**Clock routing**

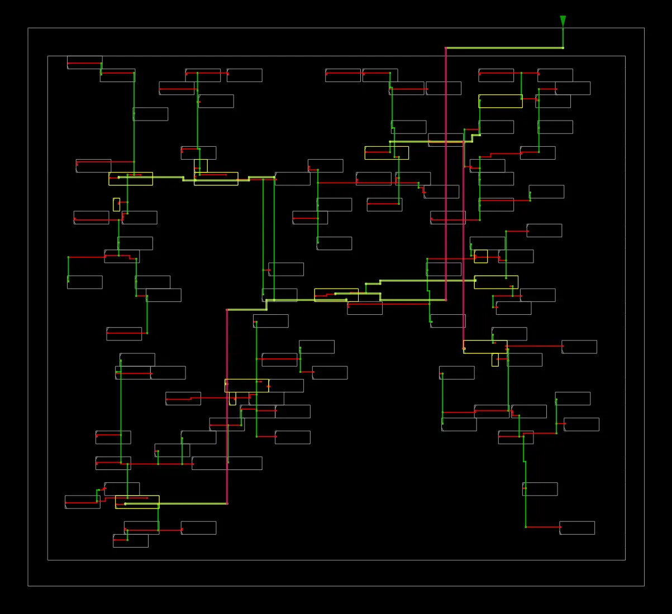
**Layout detail**

Bar = 10 um. Region (50, 44) to (80, 74) um. Cells in grey, sequential cells in the stronger grey; small squares are vias.
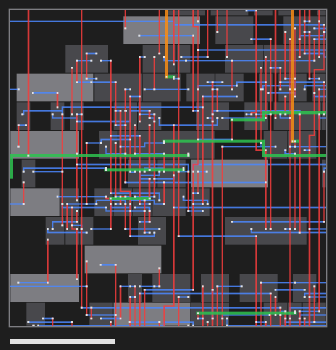
### config.mk
export PLATFORM = sky130hd
export DESIGN_NAME = fwd_hazard_unit
export DESIGN_NICKNAME = d
export VERILOG_FILES = /design/src/rtl/fwd_pkg.sv /design/src/rtl/fwd_src_select.sv /design/src/rtl/fwd_hazard_unit.sv
export SDC_FILE = /design/constraint.sdc
export NUM_CORES = 1
export LEC_CHECK = 0
export CAP_MARGIN = 20
export CORE_ASPECT_RATIO = 0.9
export CORE_MARGIN = 4
export CORE_UTILIZATION = 40
export DETAILED_ROUTE_END_ITERATION = 10
export PLACE_DENSITY = 0.86
export SETUP_SLACK_MARGIN = 0.02
export SYNTH_ARGS = -nofsm -noshare
export SYNTH_HDL_FRONTEND = slang
export SYNTH_SLANG_ARGS = --single-unit
### constraint.sdc
create_clock -name clk -period 6.4 [get_ports clk]
set_clock_uncertainty 0.2 [all_clocks]
set_input_delay 1.28 -clock clk [delete_from_list [all_inputs] [get_ports clk]]
set_output_delay 1.28 -clock clk [all_outputs]
set_load 0.01 [all_outputs]
### src/rtl/fwd_pkg.sv
// fwd_pkg: shared types for the operand forwarding / hazard stage.
//   fwd_sel_t   - which producer supplied an operand (RF, WB, MEM, EX)
//   fwd_state_t - stall tracking FSM state
package fwd_pkg;

  typedef enum logic [1:0] {
    FWD_RF  = 2'd0,
    FWD_WB  = 2'd1,
    FWD_MEM = 2'd2,
    FWD_EX  = 2'd3
  } fwd_sel_t;

  typedef enum logic {
    RUN   = 1'b0,
    STALL = 1'b1
  } fwd_state_t;

endpackage

### src/rtl/fwd_src_select.sv
// fwd_src_select: combinational producer select for one source operand.
// Picks the youngest in-flight writer of the source register (EX > MEM > WB),
// falling back to the register-file value. Flags a hazard when the winning
// producer has not finished computing its result yet.
//   idx/used/rf_data         - source register index, read enable, RF data
//   {ex,mem,wb}_we/dest/data - stage writeback buses
//   ex_ok/mem_ok             - stage result valid this cycle (WB always valid)
//   data/sel/hazard          - selected operand, its source, not-ready flag
module fwd_src_select
  import fwd_pkg::*;
#(
  parameter int REG_AW = 4,
  parameter int OW     = 32
) (
  input  logic [REG_AW-1:0] idx,
  input  logic              used,
  input  logic [OW-1:0]     rf_data,
  input  logic              ex_we,
  input  logic [REG_AW-1:0] ex_dest,
  input  logic              ex_ok,
  input  logic [OW-1:0]     ex_data,
  input  logic              mem_we,
  input  logic [REG_AW-1:0] mem_dest,
  input  logic              mem_ok,
  input  logic [OW-1:0]     mem_data,
  input  logic              wb_we,
  input  logic [REG_AW-1:0] wb_dest,
  input  logic [OW-1:0]     wb_data,
  output logic [OW-1:0]     data,
  output fwd_sel_t          sel,
  output logic              hazard
);

  // Register 0 is hard zero: never forwarded, never a hazard.
  logic live, ex_hit, mem_hit, wb_hit;
  assign live    = used && (idx != '0);
  assign ex_hit  = live && ex_we  && (ex_dest  == idx);
  assign mem_hit = live && mem_we && (mem_dest == idx);
  assign wb_hit  = live && wb_we  && (wb_dest  == idx);

  always_comb begin
    data   = rf_data;
    sel    = FWD_RF;
    hazard = 1'b0;
    if (ex_hit) begin
      data   = ex_data;
      sel    = FWD_EX;
      hazard = !ex_ok;
    end else if (mem_hit) begin
      data   = mem_data;
      sel    = FWD_MEM;
      hazard = !mem_ok;
    end else if (wb_hit) begin
      data   = wb_data;
      sel    = FWD_WB;
    end
  end

endmodule

### src/rtl/fwd_hazard_unit.sv
// fwd_hazard_unit: ID->EX operand forwarding and hazard stall stage.
// Each of NSRC sources gets the youngest in-flight producer value; ID is
// stalled while a selected producer is not ready. Operands are registered
// into the ID/EX register (one cycle latency), with a saturating total stall
// counter and a sticky flag raised when one stall run reaches MAX_STALL.
//   clk/rst                      - clock, synchronous active-high reset
//   id_valid/id_src_*            - instruction in ID and its source operands
//   {ex,mem,wb}_*                - stage writeback buses, ex_ok/mem_ok ready
//   flush                        - kill the instruction entering EX
//   stall                        - combinational freeze of IF/ID
//   op_valid/op_data/op_sel      - registered EX operands and their sources
//   stall_cycles/stall_timeout   - stall statistics
module fwd_hazard_unit
  import fwd_pkg::*;
#(
  parameter int DATA_W    = 32,
  parameter int LANES     = 1,
  parameter int REG_AW    = 4,
  parameter int NSRC      = 2,
  parameter int MAX_STALL = 15
) (
  input  logic                           clk,
  input  logic                           rst,
  input  logic                           id_valid,
  input  logic [NSRC*REG_AW-1:0]         id_src_idx,
  input  logic [NSRC-1:0]                id_src_used,
  input  logic [NSRC*LANES*DATA_W-1:0]   id_src_data,
  input  logic                           ex_we,
  input  logic                           mem_we,
  input  logic                           wb_we,
  input  logic [REG_AW-1:0]              ex_dest,
  input  logic [REG_AW-1:0]              mem_dest,
  input  logic [REG_AW-1:0]              wb_dest,
  input  logic                           ex_ok,
  input  logic                           mem_ok,
  input  logic [LANES*DATA_W-1:0]        ex_data,
  input  logic [LANES*DATA_W-1:0]        mem_data,
  input  logic [LANES*DATA_W-1:0]        wb_data,
  input  logic                           flush,
  output logic                           stall,
  output logic                           op_valid,
  output logic [NSRC*LANES*DATA_W-1:0]   op_data,
  output logic [NSRC*2-1:0]              op_sel,
  output logic [15:0]                    stall_cycles,
  output logic                           stall_timeout
);

  localparam int OW  = LANES * DATA_W;
  localparam int RCW = $clog2(MAX_STALL + 1);
  localparam logic [RCW-1:0] RUN_MAX = RCW'(MAX_STALL);

  logic [NSRC-1:0][OW-1:0] sel_data;
  logic [NSRC-1:0][1:0]    sel_bits;
  logic [NSRC-1:0]         hazard;

  for (genvar k = 0; k < NSRC; k++) begin : g_src
    fwd_src_select #(.REG_AW(REG_AW), .OW(OW)) u_sel (
      .idx      (id_src_idx[k*REG_AW +: REG_AW]),
      .used     (id_src_used[k]),
      .rf_data  (id_src_data[k*OW +: OW]),
      .ex_we    (ex_we),
      .ex_dest  (ex_dest),
      .ex_ok    (ex_ok),
      .ex_data  (ex_data),
      .mem_we   (mem_we),
      .mem_dest (mem_dest),
      .mem_ok   (mem_ok),
      .mem_data (mem_data),
      .wb_we    (wb_we),
      .wb_dest  (wb_dest),
      .wb_data  (wb_data),
      .data     (sel_data[k]),
      .sel      (sel_bits[k]),
      .hazard   (hazard[k])
    );
  end

  // Purely a function of this cycle's ID/stage inputs; flush overrides.
  assign stall = id_valid && (|hazard) && !flush;

  fwd_state_t     state;
  logic [RCW-1:0] run_cnt, cnt_nxt;

  // Length of the current stall run including this cycle; a run starts
  // fresh whenever we are coming from RUN.
  always_comb begin
    cnt_nxt = '0;
    if (stall) begin
      if (state == RUN)             cnt_nxt = RCW'(1);
      else if (run_cnt != RUN_MAX)  cnt_nxt = run_cnt + RCW'(1);
      else                          cnt_nxt = run_cnt;
    end
  end

  always_ff @(posedge clk) begin
    if (rst) begin
      state         <= RUN;
      run_cnt       <= '0;
      stall_timeout <= 1'b0;
      stall_cycles  <= '0;
      op_valid      <= 1'b0;
      op_data       <= '0;
      op_sel        <= '0;
    end else begin
      state   <= (flush || !stall) ? RUN : STALL;
      run_cnt <= cnt_nxt;
      if (stall && cnt_nxt == RUN_MAX) stall_timeout <= 1'b1;
      if (stall && stall_cycles != 16'hFFFF) stall_cycles <= stall_cycles + 16'd1;

      if (flush || stall) begin
        // Bubble into EX; operand register keeps its last contents.
        op_valid <= 1'b0;
      end else begin
        op_valid <= id_valid;
        op_data  <= sel_data;
        op_sel   <= sel_bits;
      end
    end
  end

endmodule

==> results.yml <==
# implementation run metrics
global_route:
  grt_usage_pct: 27.0
  grt_antenna_before_repair: 0
  grt_pass1_wl_mm: 32.6
power:
  peakVddDrop_uv: 173
  power_uw: 1430
  cellLeakagePower_uw: 0.00295
yosys:
  syn_inst: 713
  synthXorXnorAreaFrac_pct: 4.44
  synth-seq-cells: 91
  topCellsByArea: "dfxtp_1 (34%), nand2_1 (15%), a311o_1 (12%)"
  synth-adder-area-share_pct: 0.470
  syn_nets: 906
  ys.flop_type: "dfxtp_1"
  yosys-mux-area-fraction_pct: 0.611
  postSynthSeqShare_pct: 34.2
  synthSimpleGateAreaFrac_pct: 22.3
setup_path:
  cp.required_ps: 4920
  cp-end-kind: "output pin"
  criticalPathCategory: "primary input to output pin"
floorplanning:
  dieArea_um2: 15200
  coreArea_um2: 12900
  die_height_um: 117
cells_and_area:
  final_layout_top_logic_cells: "clkdlybuf4s50_1 (276), nand2_1 (210), dfxtp_1 (91)"
  areaGrowthSynthToFinish_pct: 57.7
  fin_util_pct: 65.1
  final_cells: 1116
  drive_gt1_share_pct: 3.68
clock_tree:
  cts_hold_buf: 0
  path_clk_slew_ps: 60
  cts_root_buf: "clkbuf_16"
  htree_num_levels: 3
  post_cts_buffers: 0
drt:
  drc: 0
  viasPerCell: 5.89
  wirelength_mm: 21.9
job:
  cap_violations: 0
  tool_warnings: 26
timing:
  rsz0062_at_grt: "no"
  setup_violations: 0
  final_hold_viol_count: 0
  max_freq_mhz: 190
placement:
  place_congestion: 0.871
outcome:
  status: "completed"
About 'clock routing':
TritonCTS buffer count: 9
Worst-Skew Late Latency: 340 ps
clock buffer count: 12

About 'layout detail':
legend:
  blue:
    layer: met1
  red:
    layer: met2
  green:
    layer: met3
  orange:
    layer: met4
most frequent: dfxtp_1 (8), clkdlybuf4s50_1 (6), nor2_1 (5)
cells with their middle in the window: 60
netlist names of flops here include: run_cnt (4)
sequential cells in the window: 8

[per-layer routing]
metal	up-vias	GRT usage, %	wire length [um]
li1	3099	-	-
met1	3081	29.4	8220
met2	339	46.7	10800
met3	54	9.18	2190
met4	0	11.8	695
met5	-	0	0
[critical path: stages]
cell and delay, ps:
clkdlybuf4s50_1 530, xor2_1 200, nor3_1 250, nand3_1 150, or3_1 350, a21oi_1 270, o21a_1 170, clkdlybuf4s50_1 590
[registers in the layout, summed over array words and instances, names as in the netlist]
register,flops
op_valid,1
run_cnt,4
state,1
stall_cycles,16
op_data,64
stall_timeout,1
op_sel,4
[cell families (layout without fill, tap and decap cells)]
family          after synthesis  after routing
compound gates              241            241
buf+inv                      72            311
simple gates                277            277
mux                           3              3
flops                        91             91
xor+xnor                     27             27
fa+ha+maj                     2              2
[synthesized netlist by cell type (3+ instances only)]
| library cell | instances |
|---|---|
| inv_1 | 6 |
| xor2_1 | 20 |
| o21ai_0 | 7 |
| a311o_1 | 64 |
| and3_1 | 4 |
| clkbuf_1 | 44 |
| buf_6 | 4 |
| nor2_1 | 12 |
| or3_1 | 12 |
| nor2b_1 | 3 |
| o21ai_1 | 7 |
| nor3_1 | 7 |
| xnor2_1 | 7 |
| nand3_1 | 9 |
| dfxtp_1 | 91 |
| nand4_1 | 6 |
| nand2_1 | 210 |
| a21oi_1 | 82 |
| o22ai_1 | 64 |
| buf_2 | 14 |
[per-stage QoR]
stage                     area, um^2  setup WS [ps]  hold slack [ps]
after floorplan                 5320           2220              244
after global placement          8110           1140              238
after detailed placement        8110           1120              247
after CTS                       8360           1130              255
after global routing            8390            937              276
final                           8390           1130              250
[final cells by class]
cell class                      instances  area (um^2)
Fill cell                            1181         4490
Sequential cell                        91         1820
Clock buffer                           12          236
Multi-Input combinational cell        550         3190
Inverter                                7         26.3
Tap cell                              164          205
Timing Repair Buffer                  290         2900
Clock inverter                          2         15.0
[final timing paths]
check,depth (start not counted),from,slack [ps],end
min,2,op_data[29],250,op_data[29]
max reg2reg,7,stall_cycles[4],3420,stall_cycles[13]
min reg2reg,2,op_data[29],250,op_data[29]
max,8,id_src_idx[1],1130,stall
[where the power goes]
group	switching (uW)	internal, uW	total (uW)
Combinational	144	205	349
Sequential	13.2	594	608
Clock	213	259	473
Power figures rest on the tool's default switching activity, not on a simulated workload.
